`src/rtl/spi_register_hub.sv`:
```
// spi_register_hub: SPI mode-0 slave exposing a small register map.
// Output control registers, read-only input registers, a sticky masked
// interrupt block and a version ID. All SPI pins and interrupt sources are
// brought into the clk domain through 2-FF synchronisers. SPI clock edges
// are detected from the synchronised copy.
module spi_register_hub #(
    parameter int         NUM_OUT_REGS = 8,
    parameter int         NUM_IN_REGS  = 4,
    parameter int         INT_WIDTH    = 8,
    parameter bit         AUTO_INC     = 1'b1,
    parameter logic [7:0] VERSION      = 8'h01
) (
    input  logic                      clk,
    input  logic                      reset,
    input  logic                      spi_cs_n,
    input  logic                      spi_clk,
    input  logic                      spi_mosi,
    output logic                      spi_miso,
    output logic                      spi_miso_oe,
    input  logic [8*NUM_IN_REGS-1:0]  in_regs,
    output logic [8*NUM_OUT_REGS-1:0] out_regs,
    output logic [6:0]                reg_addr,
    output logic                      wr_stb,
    output logic                      rd_stb,
    input  logic [INT_WIDTH-1:0]      int_src,
    output logic                      irq
);

    typedef enum logic [1:0] {S_IDLE, S_CMD, S_WDATA, S_RDATA} state_t;

    state_t               state;
    logic [2:0]           bit_cnt;
    logic [6:0]           shift_in;
    logic [7:0]           shift_out;

    logic                 cs_n_p0, cs_n_p1, cs_n_p2;
    logic                 sclk_p0, sclk_p1, sclk_p2;
    logic                 mosi_p0, mosi_p1;
    logic [INT_WIDTH-1:0] int_p0, int_p1, int_p2;

    logic [INT_WIDTH-1:0] int_status;
    logic [INT_WIDTH-1:0] int_mask;

    logic                 sclk_rise, sclk_fall, cs_fall, byte_done, wr_fire;
    logic [7:0]           rx_byte;
    logic [6:0]           next_addr;
    logic [7:0]           cmd_rd, nxt_rd;
    logic [INT_WIDTH-1:0] int_rise, w1c;

    // Zero-extend an interrupt-width field to a register byte.
    function automatic logic [7:0] pad_int(input logic [INT_WIDTH-1:0] v);
        logic [7:0] r;
        r = '0;
        r[INT_WIDTH-1:0] = v;
        return r;
    endfunction

    // Register map read decode; unmapped addresses read as zero.
    function automatic logic [7:0] read_byte(input logic [6:0] a);
        int         idx;
        logic [7:0] r;
        idx = int'(a);
        r   = 8'h00;
        if (idx < NUM_OUT_REGS) begin
            r = out_regs[8*idx +: 8];
        end else if ((idx >= 64) && (idx < 64 + NUM_IN_REGS)) begin
            r = in_regs[8*(idx-64) +: 8];
        end else begin
            case (a)
                7'h7C:   r = pad_int(int_status);
                7'h7D:   r = pad_int(int_mask);
                7'h7E:   r = pad_int(int_p1);
                7'h7F:   r = VERSION;
                default: r = 8'h00;
            endcase
        end
        return r;
    endfunction

    // Synchronise asynchronous pins; cs_n chain resets to "asserted" so a
    // frame already in progress at reset release is never mistaken for a new one.
    always_ff @(posedge clk) begin
        if (reset) begin
            cs_n_p0 <= 1'b0;
            cs_n_p1 <= 1'b0;
            cs_n_p2 <= 1'b0;
            sclk_p0 <= 1'b0;
            sclk_p1 <= 1'b0;
            sclk_p2 <= 1'b0;
            int_p0  <= '0;
            int_p1  <= '0;
            int_p2  <= '0;
        end else begin
            cs_n_p0 <= spi_cs_n;
            cs_n_p1 <= cs_n_p0;
            cs_n_p2 <= cs_n_p1;
            sclk_p0 <= spi_clk;
            sclk_p1 <= sclk_p0;
            sclk_p2 <= sclk_p1;
            int_p0  <= int_src;
            int_p1  <= int_p0;
            int_p2  <= int_p1;
        end
    end

    // MOSI data synchroniser, aligned in depth with the spi_clk chain.
    always_ff @(posedge clk) begin
        mosi_p0 <= spi_mosi;
        mosi_p1 <= mosi_p0;
    end

    assign sclk_rise = sclk_p1 & ~sclk_p2;
    assign sclk_fall = ~sclk_p1 & sclk_p2;
    assign cs_fall   = cs_n_p2 & ~cs_n_p1;
    assign byte_done = sclk_rise && (bit_cnt == 3'd7);
    assign rx_byte   = {shift_in, mosi_p1};
    assign next_addr = AUTO_INC ? reg_addr + 7'd1 : reg_addr;
    assign wr_fire   = (state == S_WDATA) && byte_done && !cs_n_p1;
    assign int_rise  = int_p1 & ~int_p2;
    assign w1c       = (wr_fire && (reg_addr == 7'h7C)) ? rx_byte[INT_WIDTH-1:0] : '0;

    // Read data for the command address and for the next burst address.
    always_comb begin
        cmd_rd = read_byte(rx_byte[6:0]);
        nxt_rd = read_byte(next_addr);
    end

    // Frame FSM: command decode, serial shifting, register writes and strobes.
    always_ff @(posedge clk) begin
        if (reset) begin
            state       <= S_IDLE;
            bit_cnt     <= 3'd0;
            reg_addr    <= 7'd0;
            out_regs    <= '0;
            spi_miso    <= 1'b0;
            spi_miso_oe <= 1'b0;
            wr_stb      <= 1'b0;
            rd_stb      <= 1'b0;
        end else begin
            wr_stb <= 1'b0;
            rd_stb <= 1'b0;
            if (cs_n_p1) begin
                state       <= S_IDLE;
                bit_cnt     <= 3'd0;
                spi_miso    <= 1'b0;
                spi_miso_oe <= 1'b0;
            end else begin
                if (sclk_rise) begin
                    shift_in <= rx_byte[6:0];
                    bit_cnt  <= bit_cnt + 3'd1;
                end
                case (state)
                    S_IDLE: begin
                        if (cs_fall) begin
                            state   <= S_CMD;
                            bit_cnt <= 3'd0;
                        end
                    end
                    S_CMD: begin
                        if (byte_done) begin
                            reg_addr <= rx_byte[6:0];
                            if (rx_byte[7]) begin
                                state       <= S_RDATA;
                                shift_out   <= cmd_rd;
                                spi_miso    <= cmd_rd[7];
                                spi_miso_oe <= 1'b1;
                                rd_stb      <= 1'b1;
                            end else begin
                                state <= S_WDATA;
                            end
                        end
                    end
                    S_WDATA: begin
                        if (byte_done) begin
                            wr_stb   <= 1'b1;
                            reg_addr <= next_addr;
                            if (int'(reg_addr) < NUM_OUT_REGS) begin
                                out_regs[8*int'(reg_addr) +: 8] <= rx_byte;
                            end
                        end
                    end
                    S_RDATA: begin
                        if (byte_done) begin
                            reg_addr  <= next_addr;
                            shift_out <= nxt_rd;
                            spi_miso  <= nxt_rd[7];
                            rd_stb    <= 1'b1;
                        end else if (sclk_rise) begin
                            shift_out <= {shift_out[6:0], 1'b0};
                        end else if (sclk_fall) begin
                            spi_miso <= shift_out[7];
                        end
                    end
                    default: state <= S_IDLE;
                endcase
            end
        end
    end

    // Sticky interrupt status with W1C (a new edge beats a clear), mask and registered irq.
    always_ff @(posedge clk) begin
        if (reset) begin
            int_status <= '0;
            int_mask   <= '0;
            irq        <= 1'b0;
        end else begin
            if (wr_fire && (reg_addr == 7'h7D)) begin
                int_mask <= rx_byte[INT_WIDTH-1:0];
            end
            int_status <= (int_status & ~w1c) | int_rise;
            irq        <= |(int_status & int_mask);
        end
    end

endmodule
```
`config.mk`:
```
export PLATFORM = sky130hd
export DESIGN_NAME = spi_register_hub
export DESIGN_NICKNAME = d
export VERILOG_FILES = /design/src/rtl/spi_register_hub.sv
export SDC_FILE = /design/constraint.sdc
export NUM_CORES = 1
export LEC_CHECK = 0
export ABC_AREA = 0
export CORE_UTILIZATION = 40
export DETAILED_ROUTE_END_ITERATION = 16
export DONT_BUFFER_PORTS = 1
export GPL_TIMING_DRIVEN = 0
export PLACE_DENSITY = 0.51
export SLEW_MARGIN = 0
export SYNTH_ARGS = -nofsm -noshare
export SYNTH_HDL_FRONTEND = slang
export SYNTH_SLANG_ARGS = --single-unit
export TNS_END_PERCENT = 5
```
`constraint.sdc`:
```
create_clock -name clk -period 7.1 [get_ports clk]
set_input_delay 0.71 -clock clk [delete_from_list [all_inputs] [get_ports clk]]
set_output_delay 0.71 -clock clk [all_outputs]
set_load 0.005 [all_outputs]
```
==> impl_metrics.py <==
# Synthesis and PnR figures
metrics = {
    "status": {
        "status": "finished clean",
    },
    "final_layout": {
        "drive_gt1_share_pct": 14.06,
        "layout.nets": 853,
        "area_growth_pct": 11.83,
        "layout_top_cell": "dfxtp_1",
        "stdcell_count": 1045,
        "lay_top_cells": "dfxtp_1 (129), nor2_1 (126), mux2i_1 (78)",
        "n_antenna_cell": 0,
    },
    "logic_synthesis": {
        "syn_area_sq_mm": 0.007626,
        "syn_inst": 779,
        "yosysWarnings": 0,
        "area_leaders": "dfxtp_1 (34%), mux4_2 (14%), mux2i_1 (10%)",
        "yosysChipArea_sq_mm": 0.007626,
        "synth_cell_types": 57,
        "synth-main-ff-cell": "dfxtp_1",
        "top_cell_area_share_pct": 33.86,
        "async_flop_share_pct": 0,
        "mappedNetlistNets": 834,
        "yosys.area.top_type": "dfxtp_1",
        "ys_ff": 144,
        "ys_seq_share_pct": 39.77,
        "edf_count": 15,
        "ys_cells": 779,
    },
    "timing": {
        "fmax_mhz": 306.4,
        "min_period_ns": 3.264,
        "min_period_over_period_pct": 45.97,
        "rsz0062_at_grt": "false",
        "setup_viol": 0,
        "tns_ns": 0,
        "drv_slew": 0,
        "max_slew_margin_pct": 29.80,
        "fin_worst_skew_ns": 0.007498,
        "tightest_slew_ns": 1.045,
        "finalHoldViolCount": 0,
    },
    "drt": {
        "drtAntennaViolNets": 0,
        "vias_per_cell": 5.988,
        "drc": 0,
        "dr.pass1.iters": 5,
        "wire_per_inst_microns": 24.12,
        "drt_iter0_markers": 540,
        "via_count": 6257,
        "wl_microns": 25200,
    },
    "run": {
        "drv_cap": 0,
        "warnings": 32,
    },
    "floorplanning": {
        "chipArea_sq_mm": 0.01962,
        "die_h_microns": 140.1,
        "io_pins": 121,
        "dieWidth_microns": 140.1,
    },
    "global_routing": {
        "grt_max_degree": 17,
        "grt_overflow": 0,
        "grt_pass1_wl_microns": 37680,
        "antenna_found_initial": 0,
        "grt_pass1_vias": 6024,
    },
    "worst_setup_path": {
        "startpoint_type": "register",
        "critPathKind": "reg -> reg",
        "end_kind": "register",
        "crit_path_top_delay_cell": "xnor2_1",
        "required_ns": 7.39,
        "critPathTopFamily": "simple AND/OR/NAND/NOR gates",
        "crit_chain": "buf_2, inv_1, ha_1, nor3b_1, xnor2_1, and4_1, clkbuf_1, nand3_2, mux2i_1, nor2_1",
        "cp_data_arrival_time_ns": 3.55,
        "slowest_delay_ns": 0.61,
        "crit_path_max_fanout": 10,
        "timing.critical_path.buf_inv": 3,
    },
    "placement": {
        "io_buffers": 0,
        "dp.cells": 1013,
        "place_hpwl_microns": 18510,
        "place_ws_ns": 3.852,
    },
    "power": {
        "clkPwrFrac_pct": 50.7,
        "switching_share_pct": 22.48,
        "p_int_w": 0.001420,
        "power_switching_w": 0.0004117,
        "vdd_drop_max_mv": 0.1434,
        "seqPwrFrac_pct": 45.8,
        "p_per_area_mw_per_mm2": 214.8,
        "totalPowerFinal_w": 0.001832,
    },
    "clock_network": {
        "cts_tree": "built",
        "clkTransAtPathRegs_ns": 0.06,
        "cts_root_buffer": "clkbuf_16",
        "clk_path_buf_depth": 2,
        "cts_sinks": 144,
        "post_cts_buffers": 0,
        "clk_latency_ns": 0.42,
        "numCtsBuffers": 17,
    },
}
## sequential cells by signal, indices dropped and copies added, names as in the netlist, 2 cells and up
| register | flops |
|---|---|
| int_mask | 8 |
| int_p1 | 8 |
| int_p2 | 8 |
| int_status | 8 |
| out_regs | 64 |
| reg_addr | 7 |
| int_p0 | 8 |
| state | 2 |
| shift_in | 7 |
| bit_cnt | 3 |
| shift_out | 8 |
## synthesized netlist by cell type, types with 13 or more instances
| library cell | number |
|---|---|
| edfxtp_1 | 15 |
| buf_2 | 19 |
| mux4_2 | 47 |
| a21oi_1 | 51 |
| nand2_1 | 46 |
| nor2_1 | 126 |
| mux2i_1 | 78 |
| inv_1 | 13 |
| clkbuf_1 | 36 |
| nand3_1 | 19 |
| nor3_1 | 14 |
| dfxtp_1 | 129 |
| nor2b_1 | 47 |
## power by group through the flow
stage | Sequential, W | Clock [W] | Combinational, W
finish | 0.000839 | 0.000928 | 0.0000642
global route | 0.000840 | 0.000980 | 0.0000703
CTS | 0.000839 | 0.000945 | 0.0000646
detailed placement | 0.000857 | 0 | 0.0000643
global placement | 0.000857 | 0 | 0.0000638
floorplan | 0.000854 | 0 | 0.0000461
## layer usage
metal | vias to the layer above | part of all wire, % | global-route usage, % | wire length, microns
met1 | 3118 | 44 | 35.53 | 11180
met4 | 0 | 2.1 | 8.502 | 517
met5 | - | 0 | 0 | 0
met3 | 27 | 9.0 | 8.752 | 2274
li1 | 2839 | - | - | -
met2 | 273 | 45 | 39.42 | 11230
## cell families after synthesis
logic type	count (synthesis)	synth area share (%)
buffers and inverters	78	4.397
XOR/XNOR	9	1.034
AND/OR/NAND/NOR	294	18.44
multiplexers	130	24.86
AND-OR/OR-AND	114	9.861
flip-flops	144	39.77
adder cells (fa/ha/maj)	10	1.641
## per-stage QoR
| step | instance area [sq um] | hold slack [ns] | util, % |
|---|---|---|---|
| floorplan | 7626 | 0.3096 | - |
| global placement | 7919 | 0.3152 | 42.33 |
| detailed placement | 7919 | 0.3182 | 42.33 |
| CTS | 8528 | 0.2939 | 45.59 |
| global route | 8528 | 0.2928 | 45.59 |
| finish | 8528 | 0.3071 | 45.59 |
## worst paths after layout
| path | start | end | slack (ns) | cells after the start |
|---|---|---|---|---|
| max | reg_addr[0] | out_regs[16] | 3.84 | 10 |
| min | spi_mosi | mosi_p0 | 0.31 | 0 |
| max reg2reg | reg_addr[0] | out_regs[16] | 3.84 | 10 |
| min reg2reg | mosi_p0 | mosi_p1 | 0.33 | 0 |
## cell type report
| type | instances | area [sq um] |
|---|---|---|
| sequential | 144 | 3033 |
| multi-input combinational | 557 | 4258 |
| inverter | 14 | 52.55 |
| clock inverter | 10 | 122.6 |
| clock buffer | 22 | 486.7 |
| tap | 234 | 292.8 |
| fill | 1786 | 10180 |
| buffer | 64 | 282.8 |
## worst reg2reg max path, cell delays in order, from the launching register on
cell	delay, ns
dfxtp_1	0.49
buf_2	0.25
inv_1	0.12
ha_1	0.30
nor3b_1	0.18
xnor2_1	0.61
and4_1	0.28
clkbuf_1	0.22
nand3_2	0.34
mux2i_1	0.28
nor2_1	0.06
**Close-up of the layout**

Scale bar: 20 microns. Window x 10 to 60, y 10 to 60 microns. Cells in grey, sequential cells in the stronger grey; small squares are vias.
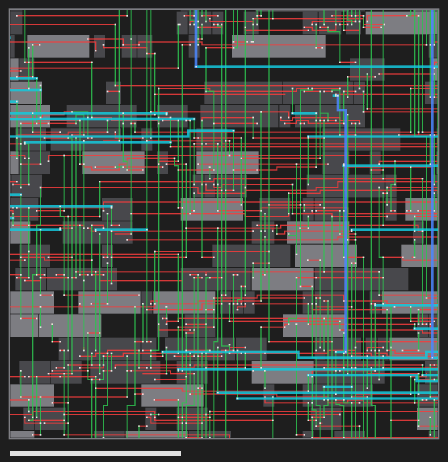
[M4] blue
[M3] cyan
[M2] green
[M1] red
sequential cells in the window: 23
netlist names of flops here include: `out_regs` (20), `shift_out` (2)
most frequent: nor2_1 (25), mux2i_1 (21), dfxtp_1 (21)
cells with their middle in the window: 110

**Placement view**

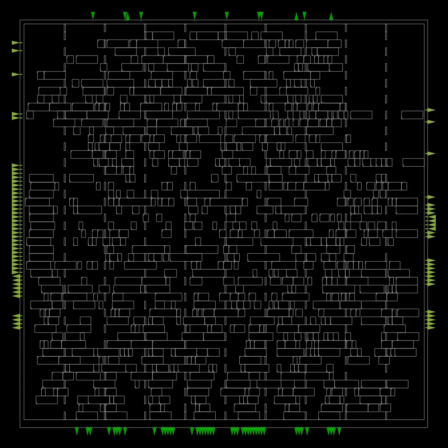
Core Area: 0.01871 sq mm
FP Rows: 50

Power figures rest on the tool's default switching activity, not on a simulated workload.
